==> src/rtl/booth_mul_sched_if.sv <==
// rtl/booth_mul_sched_if.sv - requester/response bundle of the shared booth64 multiplier scheduler
interface booth_mul_sched_if #(
    parameter int WIDTH = 64,
    parameter int NREQ  = 4,
    parameter int IDW   = 2
) ();
    logic [NREQ-1:0]       req_valid;
    logic [NREQ-1:0]       req_ready;
    logic [NREQ*WIDTH-1:0] req_x;
    logic [NREQ*WIDTH-1:0] req_y;
    logic                  resp_valid;
    logic                  resp_ready;
    logic [IDW-1:0]        resp_id;
    logic [2*WIDTH-1:0]    resp_z;

    modport master (
        output req_valid, req_x, req_y, resp_ready,
        input  req_ready, resp_valid, resp_id, resp_z
    );

    modport slave (
        input  req_valid, req_x, req_y, resp_ready,
        output req_ready, resp_valid, resp_id, resp_z
    );
endinterface

==> src/rtl/booth_mul_sched.sv <==
// rtl/booth_mul_sched.sv - round-robin scheduler sharing one multicycle booth64 multiplier
// Optional feature: BOOTH_SCHED_ZERO_BYPASS_EN (zero operand skips the multiplier).
module booth_mul_sched #(
    parameter int WIDTH   = 64,
    parameter int NREQ    = 4,
    parameter int IDW     = 2,
    parameter int MUL_LAT = 2
) (
    input  logic               clk,
    input  logic               rst_n,
    booth_mul_sched_if.slave   bus,
    output logic [WIDTH-1:0]   mul_x,
    output logic [WIDTH-1:0]   mul_y,
    input  logic [2*WIDTH-1:0] mul_z,
    output logic               busy
);
    localparam int CW = (MUL_LAT > 1) ? $clog2(MUL_LAT) : 1;

    localparam logic [1:0] ST_IDLE = 2'd0;
    localparam logic [1:0] ST_BUSY = 2'd1;
    localparam logic [1:0] ST_DONE = 2'd2;

    logic [1:0]         state;
    logic [IDW-1:0]     rr;
    logic [CW-1:0]      cnt;
    logic               launch;
    logic               resp_valid_q;
    logic [IDW-1:0]     resp_id_q;
    logic [2*WIDTH-1:0] resp_z_q;

    logic [NREQ-1:0]    grant;
    logic [IDW-1:0]     grant_idx;
    logic               found;
    int                 p;
    logic [WIDTH-1:0]   sel_x;
    logic [WIDTH-1:0]   sel_y;
    logic               accept;
    logic               bypass;

    // Rotating-priority search starting at the rr pointer.
    always_comb begin
        grant     = '0;
        grant_idx = '0;
        found     = 1'b0;
        p         = 0;
        for (int k = 0; k < NREQ; k++) begin
            p = int'(rr) + k;
            if (p >= NREQ) p = p - NREQ;
            if (!found && bus.req_valid[p]) begin
                found     = 1'b1;
                grant[p]  = 1'b1;
                grant_idx = IDW'(p);
            end
        end
    end

    assign sel_x  = bus.req_x[int'(grant_idx)*WIDTH +: WIDTH];
    assign sel_y  = bus.req_y[int'(grant_idx)*WIDTH +: WIDTH];
    assign accept = (state == ST_IDLE) && found;

`ifdef BOOTH_SCHED_ZERO_BYPASS_EN
    assign bypass = (sel_x == '0) || (sel_y == '0);
`else
    assign bypass = 1'b0;
`endif

    // Grants are forced low while rst_n is asserted.
    assign bus.req_ready  = (rst_n && state == ST_IDLE) ? grant : '0;
    assign bus.resp_valid = resp_valid_q;
    assign bus.resp_id    = resp_id_q;
    assign bus.resp_z     = resp_z_q;
    assign busy           = (state != ST_IDLE);

    always_ff @(posedge clk or negedge rst_n) begin
        if (!rst_n) begin
            state        <= ST_IDLE;
            rr           <= '0;
            cnt          <= '0;
            launch       <= 1'b0;
            resp_valid_q <= 1'b0;
            resp_id_q    <= '0;
            resp_z_q     <= '0;
            mul_x        <= '0;
            mul_y        <= '0;
        end else begin
            case (state)
                ST_IDLE: begin
                    if (accept) begin
                        resp_id_q <= grant_idx;
                        rr        <= (int'(grant_idx) == NREQ - 1) ? '0 : grant_idx + IDW'(1);
                        if (bypass) begin
                            resp_z_q <= '0;
                            state    <= ST_DONE;
                        end else begin
                            mul_x  <= sel_x;
                            mul_y  <= sel_y;
                            cnt    <= CW'(MUL_LAT - 1);
                            launch <= 1'b1;
                            state  <= ST_BUSY;
                        end
                    end
                end
                ST_BUSY: begin
                    // The first BUSY cycle launches the operands; the counter then spans MUL_LAT settle cycles.
                    if (launch) begin
                        launch <= 1'b0;
                    end else if (cnt == '0) begin
                        resp_z_q     <= mul_z;
                        resp_valid_q <= 1'b1;
                        state        <= ST_DONE;
                    end else begin
                        cnt <= cnt - CW'(1);
                    end
                end
                ST_DONE: begin
                    // A bypassed transaction enters DONE with resp_valid low and raises it here.
                    if (!resp_valid_q) begin
                        resp_valid_q <= 1'b1;
                    end else if (bus.resp_ready) begin
                        resp_valid_q <= 1'b0;
                        state        <= ST_IDLE;
                    end
                end
                default: state <= ST_IDLE;
            endcase
        end
    end
endmodule

==> src/flat_wrapper.sv <==
// flat-port wrapper written by rule: the top's interface ports become plain ports
module booth_mul_sched_flat 
#(
    parameter int WIDTH   = 64,
    parameter int NREQ    = 4,
    parameter int IDW     = 2,
    parameter int MUL_LAT = 2
)
  (clk, rst_n, mul_x, mul_y, mul_z, busy, bus_req_valid, bus_req_x, bus_req_y, bus_resp_ready, bus_req_ready, bus_resp_valid, bus_resp_id, bus_resp_z);
  booth_mul_sched_if #(.WIDTH(WIDTH), .NREQ(NREQ), .IDW(IDW)) bus_i ();
  input  logic clk;
  input  logic rst_n;
  output logic [WIDTH-1:0] mul_x;
  output logic [WIDTH-1:0] mul_y;
  input  logic [2*WIDTH-1:0] mul_z;
  output logic busy;
  input wire logic [$bits(bus_i.req_valid)-1:0] bus_req_valid;
  input wire logic [$bits(bus_i.req_x)-1:0] bus_req_x;
  input wire logic [$bits(bus_i.req_y)-1:0] bus_req_y;
  input wire logic [$bits(bus_i.resp_ready)-1:0] bus_resp_ready;
  output wire logic [$bits(bus_i.req_ready)-1:0] bus_req_ready;
  output wire logic [$bits(bus_i.resp_valid)-1:0] bus_resp_valid;
  output wire logic [$bits(bus_i.resp_id)-1:0] bus_resp_id;
  output wire logic [$bits(bus_i.resp_z)-1:0] bus_resp_z;
  assign bus_i.req_valid = bus_req_valid;
  assign bus_i.req_x = bus_req_x;
  assign bus_i.req_y = bus_req_y;
  assign bus_i.resp_ready = bus_resp_ready;
  assign bus_req_ready = bus_i.req_ready;
  assign bus_resp_valid = bus_i.resp_valid;
  assign bus_resp_id = bus_i.resp_id;
  assign bus_resp_z = bus_i.resp_z;
  booth_mul_sched #(.WIDTH(WIDTH), .NREQ(NREQ), .IDW(IDW), .MUL_LAT(MUL_LAT)) u_core (.clk(clk), .rst_n(rst_n), .bus(bus_i), .mul_x(mul_x), .mul_y(mul_y), .mul_z(mul_z), .busy(busy));
endmodule
==> config.mk <==
export PLATFORM = sky130hd
export DESIGN_NAME = booth_mul_sched_flat
export DESIGN_NICKNAME = d
export VERILOG_FILES = /design/src/rtl/booth_mul_sched_if.sv /design/src/rtl/booth_mul_sched.sv /design/src/flat_wrapper.sv
export SDC_FILE = /design/constraint.sdc
export NUM_CORES = 1
export LEC_CHECK = 0
export CAP_MARGIN = 10
export CORE_AREA = 10 10 344 346
export CTS_BUF_LIST = sky130_fd_sc_hd__clkbuf_8
export DETAILED_ROUTE_END_ITERATION = 12
export DIE_AREA = 0 0 354 356
export GPL_TIMING_DRIVEN = 0
export PLACE_DENSITY = 0.42
export SLEW_MARGIN = 20
export SYNTH_ARGS = -nofsm -noshare
export SYNTH_HDL_FRONTEND = slang
export SYNTH_SLANG_ARGS = --single-unit
==> constraint.sdc <==
create_clock -name clk -period 4.3 [get_ports clk]
set_input_delay 0.645 -clock clk [delete_from_list [all_inputs] [get_ports clk]]
set_output_delay 0.645 -clock clk [all_outputs]
set_load 0.02 [all_outputs]
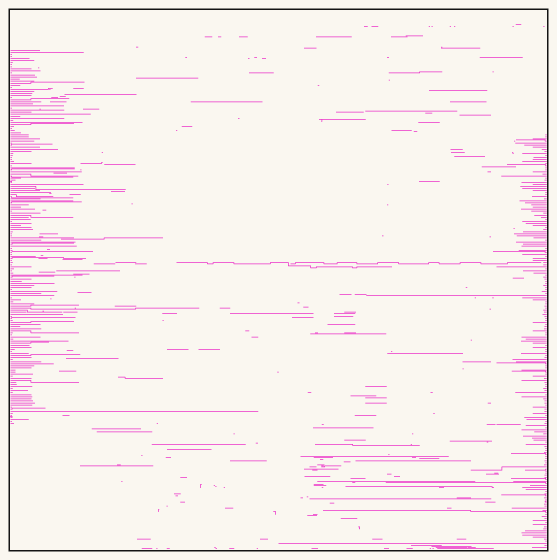
Run 1: signal wires on met3
501 nets have wire on it. The layer carries 8440 um of wire. The layer holds 7.4% of the routed length.
total via count in the routed design: 16800
wirelength, routed: 114 mm
met3 capacity usage during global routing: 0.0536

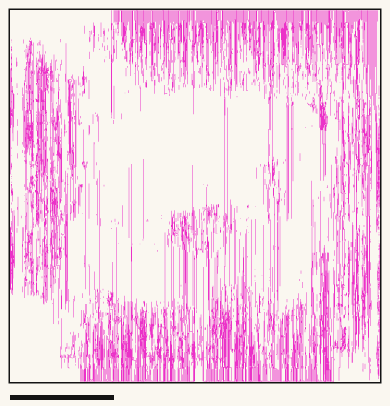
Run 1: signal wires on met2
The bar under the picture is 100 um long.
The layer carries 56.0 mm of wire. The longest straight run is 182 um. The layer holds 49% of the routed length.
met2 Use GR: 0.292

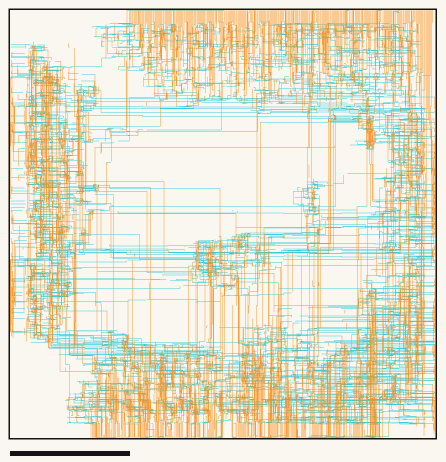
Run 1: wiring by layer
The bar under the picture is 100 um long. Two of the layers only.
Key: orange = metal 2 [wire length 56.0 mm]; cyan = metal 1 [wire length 45.5 mm]

==> COMMIT_EDITMSG, run 1 <==
Add synthesis and place-and-route results

* Multiplexer share of the synthesized area: 0.225
* Largest voltage drop on the vdd net: 0.303 mV
* CP Class: reg2out
* Startpoint Class: flop
- The final weighted congestion recorded by global placement is slightly below 0.9.
- Share of the yosys chip area belonging to registers: 0.429
* CTS root buf: clkbuf_8
- Cell taking the most area after synthesis: dfrtp_1
- OpenROAD emitted warnings numbering 33.
* Floorplan utilization: 0.139
- Highest achievable clock rate: roughly 0.24 GHz
- Initial detailed-routing violation count: a little over 1000
- Average cell area after synthesis: approximately 11 um2
* Worst hold path endpoint: u_core.bus.resp_id[0]$_DFFE_PN0P_
- Cell count after placement: around 3900
* Crit. path cell count: 13
- Per the run summary, max-cap violations total 0.
- Leading cell types by count after synthesis: dfrtp_1 (265), mux2i_1 (189), nor2_1 (148)
- Cell area after synthesis: roughly 0.015 mm2
- The layout report gives the multi-input gate share of total cell area as 0.292.
- Non-filler cells in the finished layout: 3978
- Summed negative setup slack over all endpoints: 0 ps
- The final layout report lists a filler cell count of about 12000.
- The power report lists the clock group at 3.06 mW.
- Layout multi-input combinational cell count: slightly above 1000
- The count of nets left with antenna violations once routing finished came out at 0.
* Fin crit share: 0.952
- The number of clock buffers added by TritonCTS is between 50 and 60.
* Area taken by flip-flops and latches: 0.00663 mm2
- Max H-tree Level: 2
- For this run, the total global-route usage over all layers was measured as 0.172.
* Number of antenna violations at the first check in global routing: 48
* Cell-internal power: 12.3 mW
- Finish-stage setup viols: 0
- Cts hold-fix bufs: 1
* Share of total power consumed by net switching: 0.492
- The area fraction of the largest cell type after synthesis is 0.429.
- Looking at the gate-level netlist, the highest instance count belongs to dfrtp_1.
- Once layout is complete, the utilization of the core stands at 0.251.
- Maximum clock skew at final layout: roughly 60 ps
* # Cells Yosys: 1439
- Global routing put the most usage on met2.
- Post-CTS setup buffer count: 3
- Total non-filler cell area in the finished layout: 0.0280 mm2
- Wire length of the first global-routing pass: 153 mm
- Measured on the final layout, the clock distribution area share stands at 0.0436.
- Nets in the synthesized netlist: around 2100
* Combinational power: 16.6 mW
- The synthesis report lists the Yosys warning total as 0.
- Vias/cell: between 4 and 5
- Final Critical Period: 4090 ps
* Met2 WL post-DR: 56.0 mm
- Kind of cell adding the most delay to the critical path: buffers and inverters
* Critical R2R Launch: u_core.rr[0]$_DFFE_PN0P_
- Total power per unit cell area: 864 mW/mm2
- After clock tree synthesis, the repair step resized 55 gates.
* Combinational group share of total power: 0.684
* Vertical extent of the die: 356 um
- Of the cells placed in the final design, the portion with a size suffix greater than 1 is 0.136.
- Leading power group: combinational logic
- 17 antenna diodes ended up in the layout.
* Critical Path Max Stage Delay: 440 ps
- According to the I/O placement log, the pin count is 911.
- Via count of the first global-routing pass: 17900
* Hold Fails Final Rpt: 0
- Looking at the critical path, the highest net fanout was 10.
- Hold-critical path depth: 1
- After layout, the design draws a total of 24.2 mW.
- After detailed routing, the met3 layer carries roughly 8.4 mm of wire.
- For this run, the chip area from Yosys synthesis comes to 0.0155 mm2.
- Among the stages of the critical path, the cell type that occurs most often is buf_4.
- Sorting the synthesized cells by area gives the leading types as dfrtp_1 (43%), mux2i_1 (12%), mux2_2 (9.7%), o221ai_1 (7.8%), nor2_1 (3.6%).
- The synthesis report names the predominant flop master as dfrtp_1.
- Seq area share: 0.237
- In this run, synthesis inferred 0 flip-flops with an integrated enable.
- Flop2flop setup slack: 220 ps
* Area growth from synthesis to final layout: 81.2%
- Outcome: completed
* Number of detailed-routing iterations run before antenna repair: 5
* Share of total power in the clock network: 0.127
* Critical path, cell by cell: buf_12 > inv_8 > clkbuf_16 > ha_4 > mux4_2 > buf_4 > nor2b_1 > buf_4 > a22oi_1 > nor2_1 > a221oi_2 > nor2_1 > buf_4
* Number of ordinary inverters in the final layout: 9
- Per the detail_route report, DRC violations left total 0.
- The worst register-to-register path ends at u_core.mul_y[13]$_DFFE_PN0P_.
--- run 2 (diff from run 1) ---
--- a/config.mk
+++ b/config.mk
@@ -11,7 +11,8 @@
 export DETAILED_ROUTE_END_ITERATION = 12
 export DIE_AREA = 0 0 354 356
 export GPL_TIMING_DRIVEN = 0
-export PLACE_DENSITY = 0.42
+export PLACE_DENSITY = 0.43
+export SETUP_SLACK_MARGIN = 0.15
 export SLEW_MARGIN = 20
 export SYNTH_ARGS = -nofsm -noshare
 export SYNTH_HDL_FRONTEND = slang
==> constraint.sdc (replaced) <==
create_clock -name clk -period 3.3 [get_ports clk]
set_input_delay 0.495 -clock clk [delete_from_list [all_inputs] [get_ports clk]]
set_output_delay 0.495 -clock clk [all_outputs]
set_load 0.02 [all_outputs]
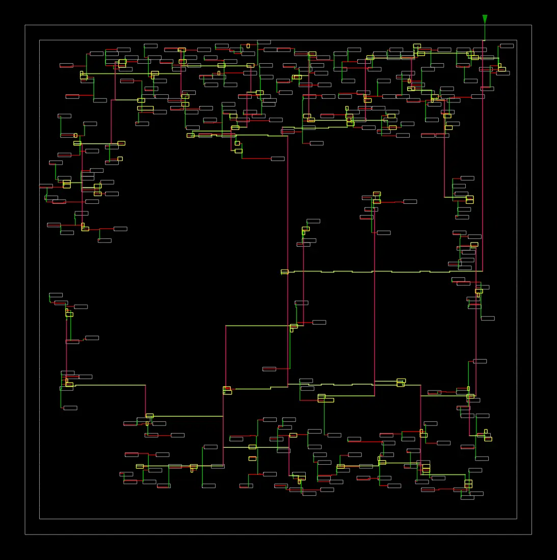
Run 2: clock wiring as the flow saved it
power drawn by the clock network: 3.96 mW
later-pin clock latency in the skew report: 720 ps
clk_buf instances: 72

==> COMMIT_EDITMSG, run 2 <==
Add synthesis and place-and-route results

- Hold Fails Final Rpt: 0
* Max H-tree Level: 2
- Per the Yosys statistics, synthesis produced 1439 cells.
- Post-CTS repair ended up resizing 403 cells.
- Of the available clock period, the critical path in the final layout requires 1.09.
* Cell-internal power: 19.0 mW
* Initial detailed-routing violation count: 888
* Area reported by Yosys stat: 0.0155 mm2
- Leading cell types by count after synthesis: dfrtp_1 (265), mux2i_1 (189), nor2_1 (148)
- Largest voltage drop on the vdd net: about 0.42 mV
* Total global routing track utilization: 0.177
- Met3 capacity usage during global routing: 0.0577
- Slack of the critical path: -309 ps
- Per the detail_route log, met2 wirelength is 60.3 mm.
* Total non-filler cell area in the finished layout: 0.0310 mm2
* Top area cell types: dfrtp_1 (43%), mux2i_1 (12%), mux2_2 (9.7%), o221ai_1 (7.8%), nor2_1 (3.6%)
- Met2 Use GR: 0.317
- Of all the cell area in the finished design, the clock network holds 0.0391.
* Total number of warnings across the stage logs: 35
* Cell area after synthesis: roughly 0.015 mm2
* Area growth from synthesis to final layout: 100%
- CTS root buf: clkbuf_8
* Share of the yosys chip area belonging to registers: 0.429
- Fraction of layout cells with a size suffix above 1: 0.251
* Cell count after placement: between 3000 and 4000
* Critical Path Max Stage Delay: 530 ps
- Across the routed clock network, the largest skew measured is 48.5 ps.
* Startpoint Class: flop
- Number of flops mapped to enable cells by yosys: 0
- The first global-routing pass estimated 158 mm of wire.
* Wirelength, routed: 118 mm
- Floorplan utilization: 0.139
- Per report_power, the top consumer among the power groups is combinational logic.
* Share of total power consumed by net switching: 0.477
- The routed design uses 8.64 mm of met3 wire.
- Library cell with the highest instance count after synthesis: dfrtp_1
* Number of ordinary inverters in the final layout: 9
* Critical R2R Launch: u_core.rr[0]$_DFFE_PN0P_
- In the final layout, the fill cell count is roughly 12000.
- Combinational power: 26.4 mW
- Number of top-level pins: 911
* Worst r2r dst: u_core.mul_y[56]$_DFFE_PN0P_
- Largest fanout on the critical path: 5
- Finish-stage setup viols: between 70 and 80
- The share of total power dissipated in the clock network is 0.109.
- Critical path, cell by cell: buf_8 > inv_12 > ha_4 > mux4_2 > buf_6 > nor2b_1 > buf_4 > a22oi_2 > nor2_1 > a221oi_2 > nor2_1 > buf_4
* Non-filler cells in the finished layout: 4034
- The flow ran to the end, but the final reports show violations.
* Fraction of standard cell area in multi-input logic: 0.314
* Multiplexer share of the synthesized area: 0.225
- For this run, design rule violations remaining after detail routing come to 0.
- In this run the power density over the cells is around 1200 mW/mm2.
- The number of global-route vias before repair was 18300.
- Vertical extent of the die: 356 um
* Fraction of post-synthesis cell area in the top cell type by area: 0.429
- Seq area share: 0.214
- Kind of cell adding the most delay to the critical path: buffers and inverters
* Highest achievable clock rate: around 0.28 GHz
- The number of hold buffers added after CTS was 1.
- Finished Core Util: 0.278
* Post-CTS setup buffer count: 36
- Total via count in the routed design: 17300
* Combinational group share of total power: 0.727
- The first detailed-routing pass took 5 iterations.
- Summed negative setup slack over all endpoints: -6700 ps
- The worst register-to-register path has a setup slack of -200 ps.
- For this run, combinational gates with multiple inputs come to approximately 1000.
* Failing checks: negative setup slack
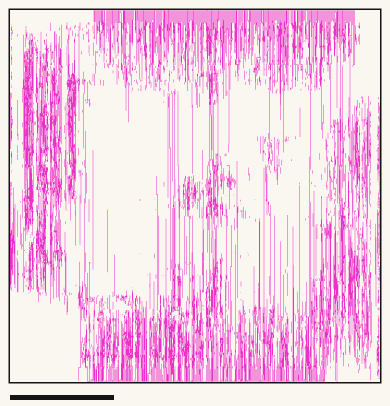
Run 2: signal wires on met2
The bar under the picture is 100 um long.
The longest straight run is 188 um. The layer holds 51% of the routed length. The layer carries 60.3 mm of wire. 2815 nets have wire on it.

Power and IR drop assume default switching activity.
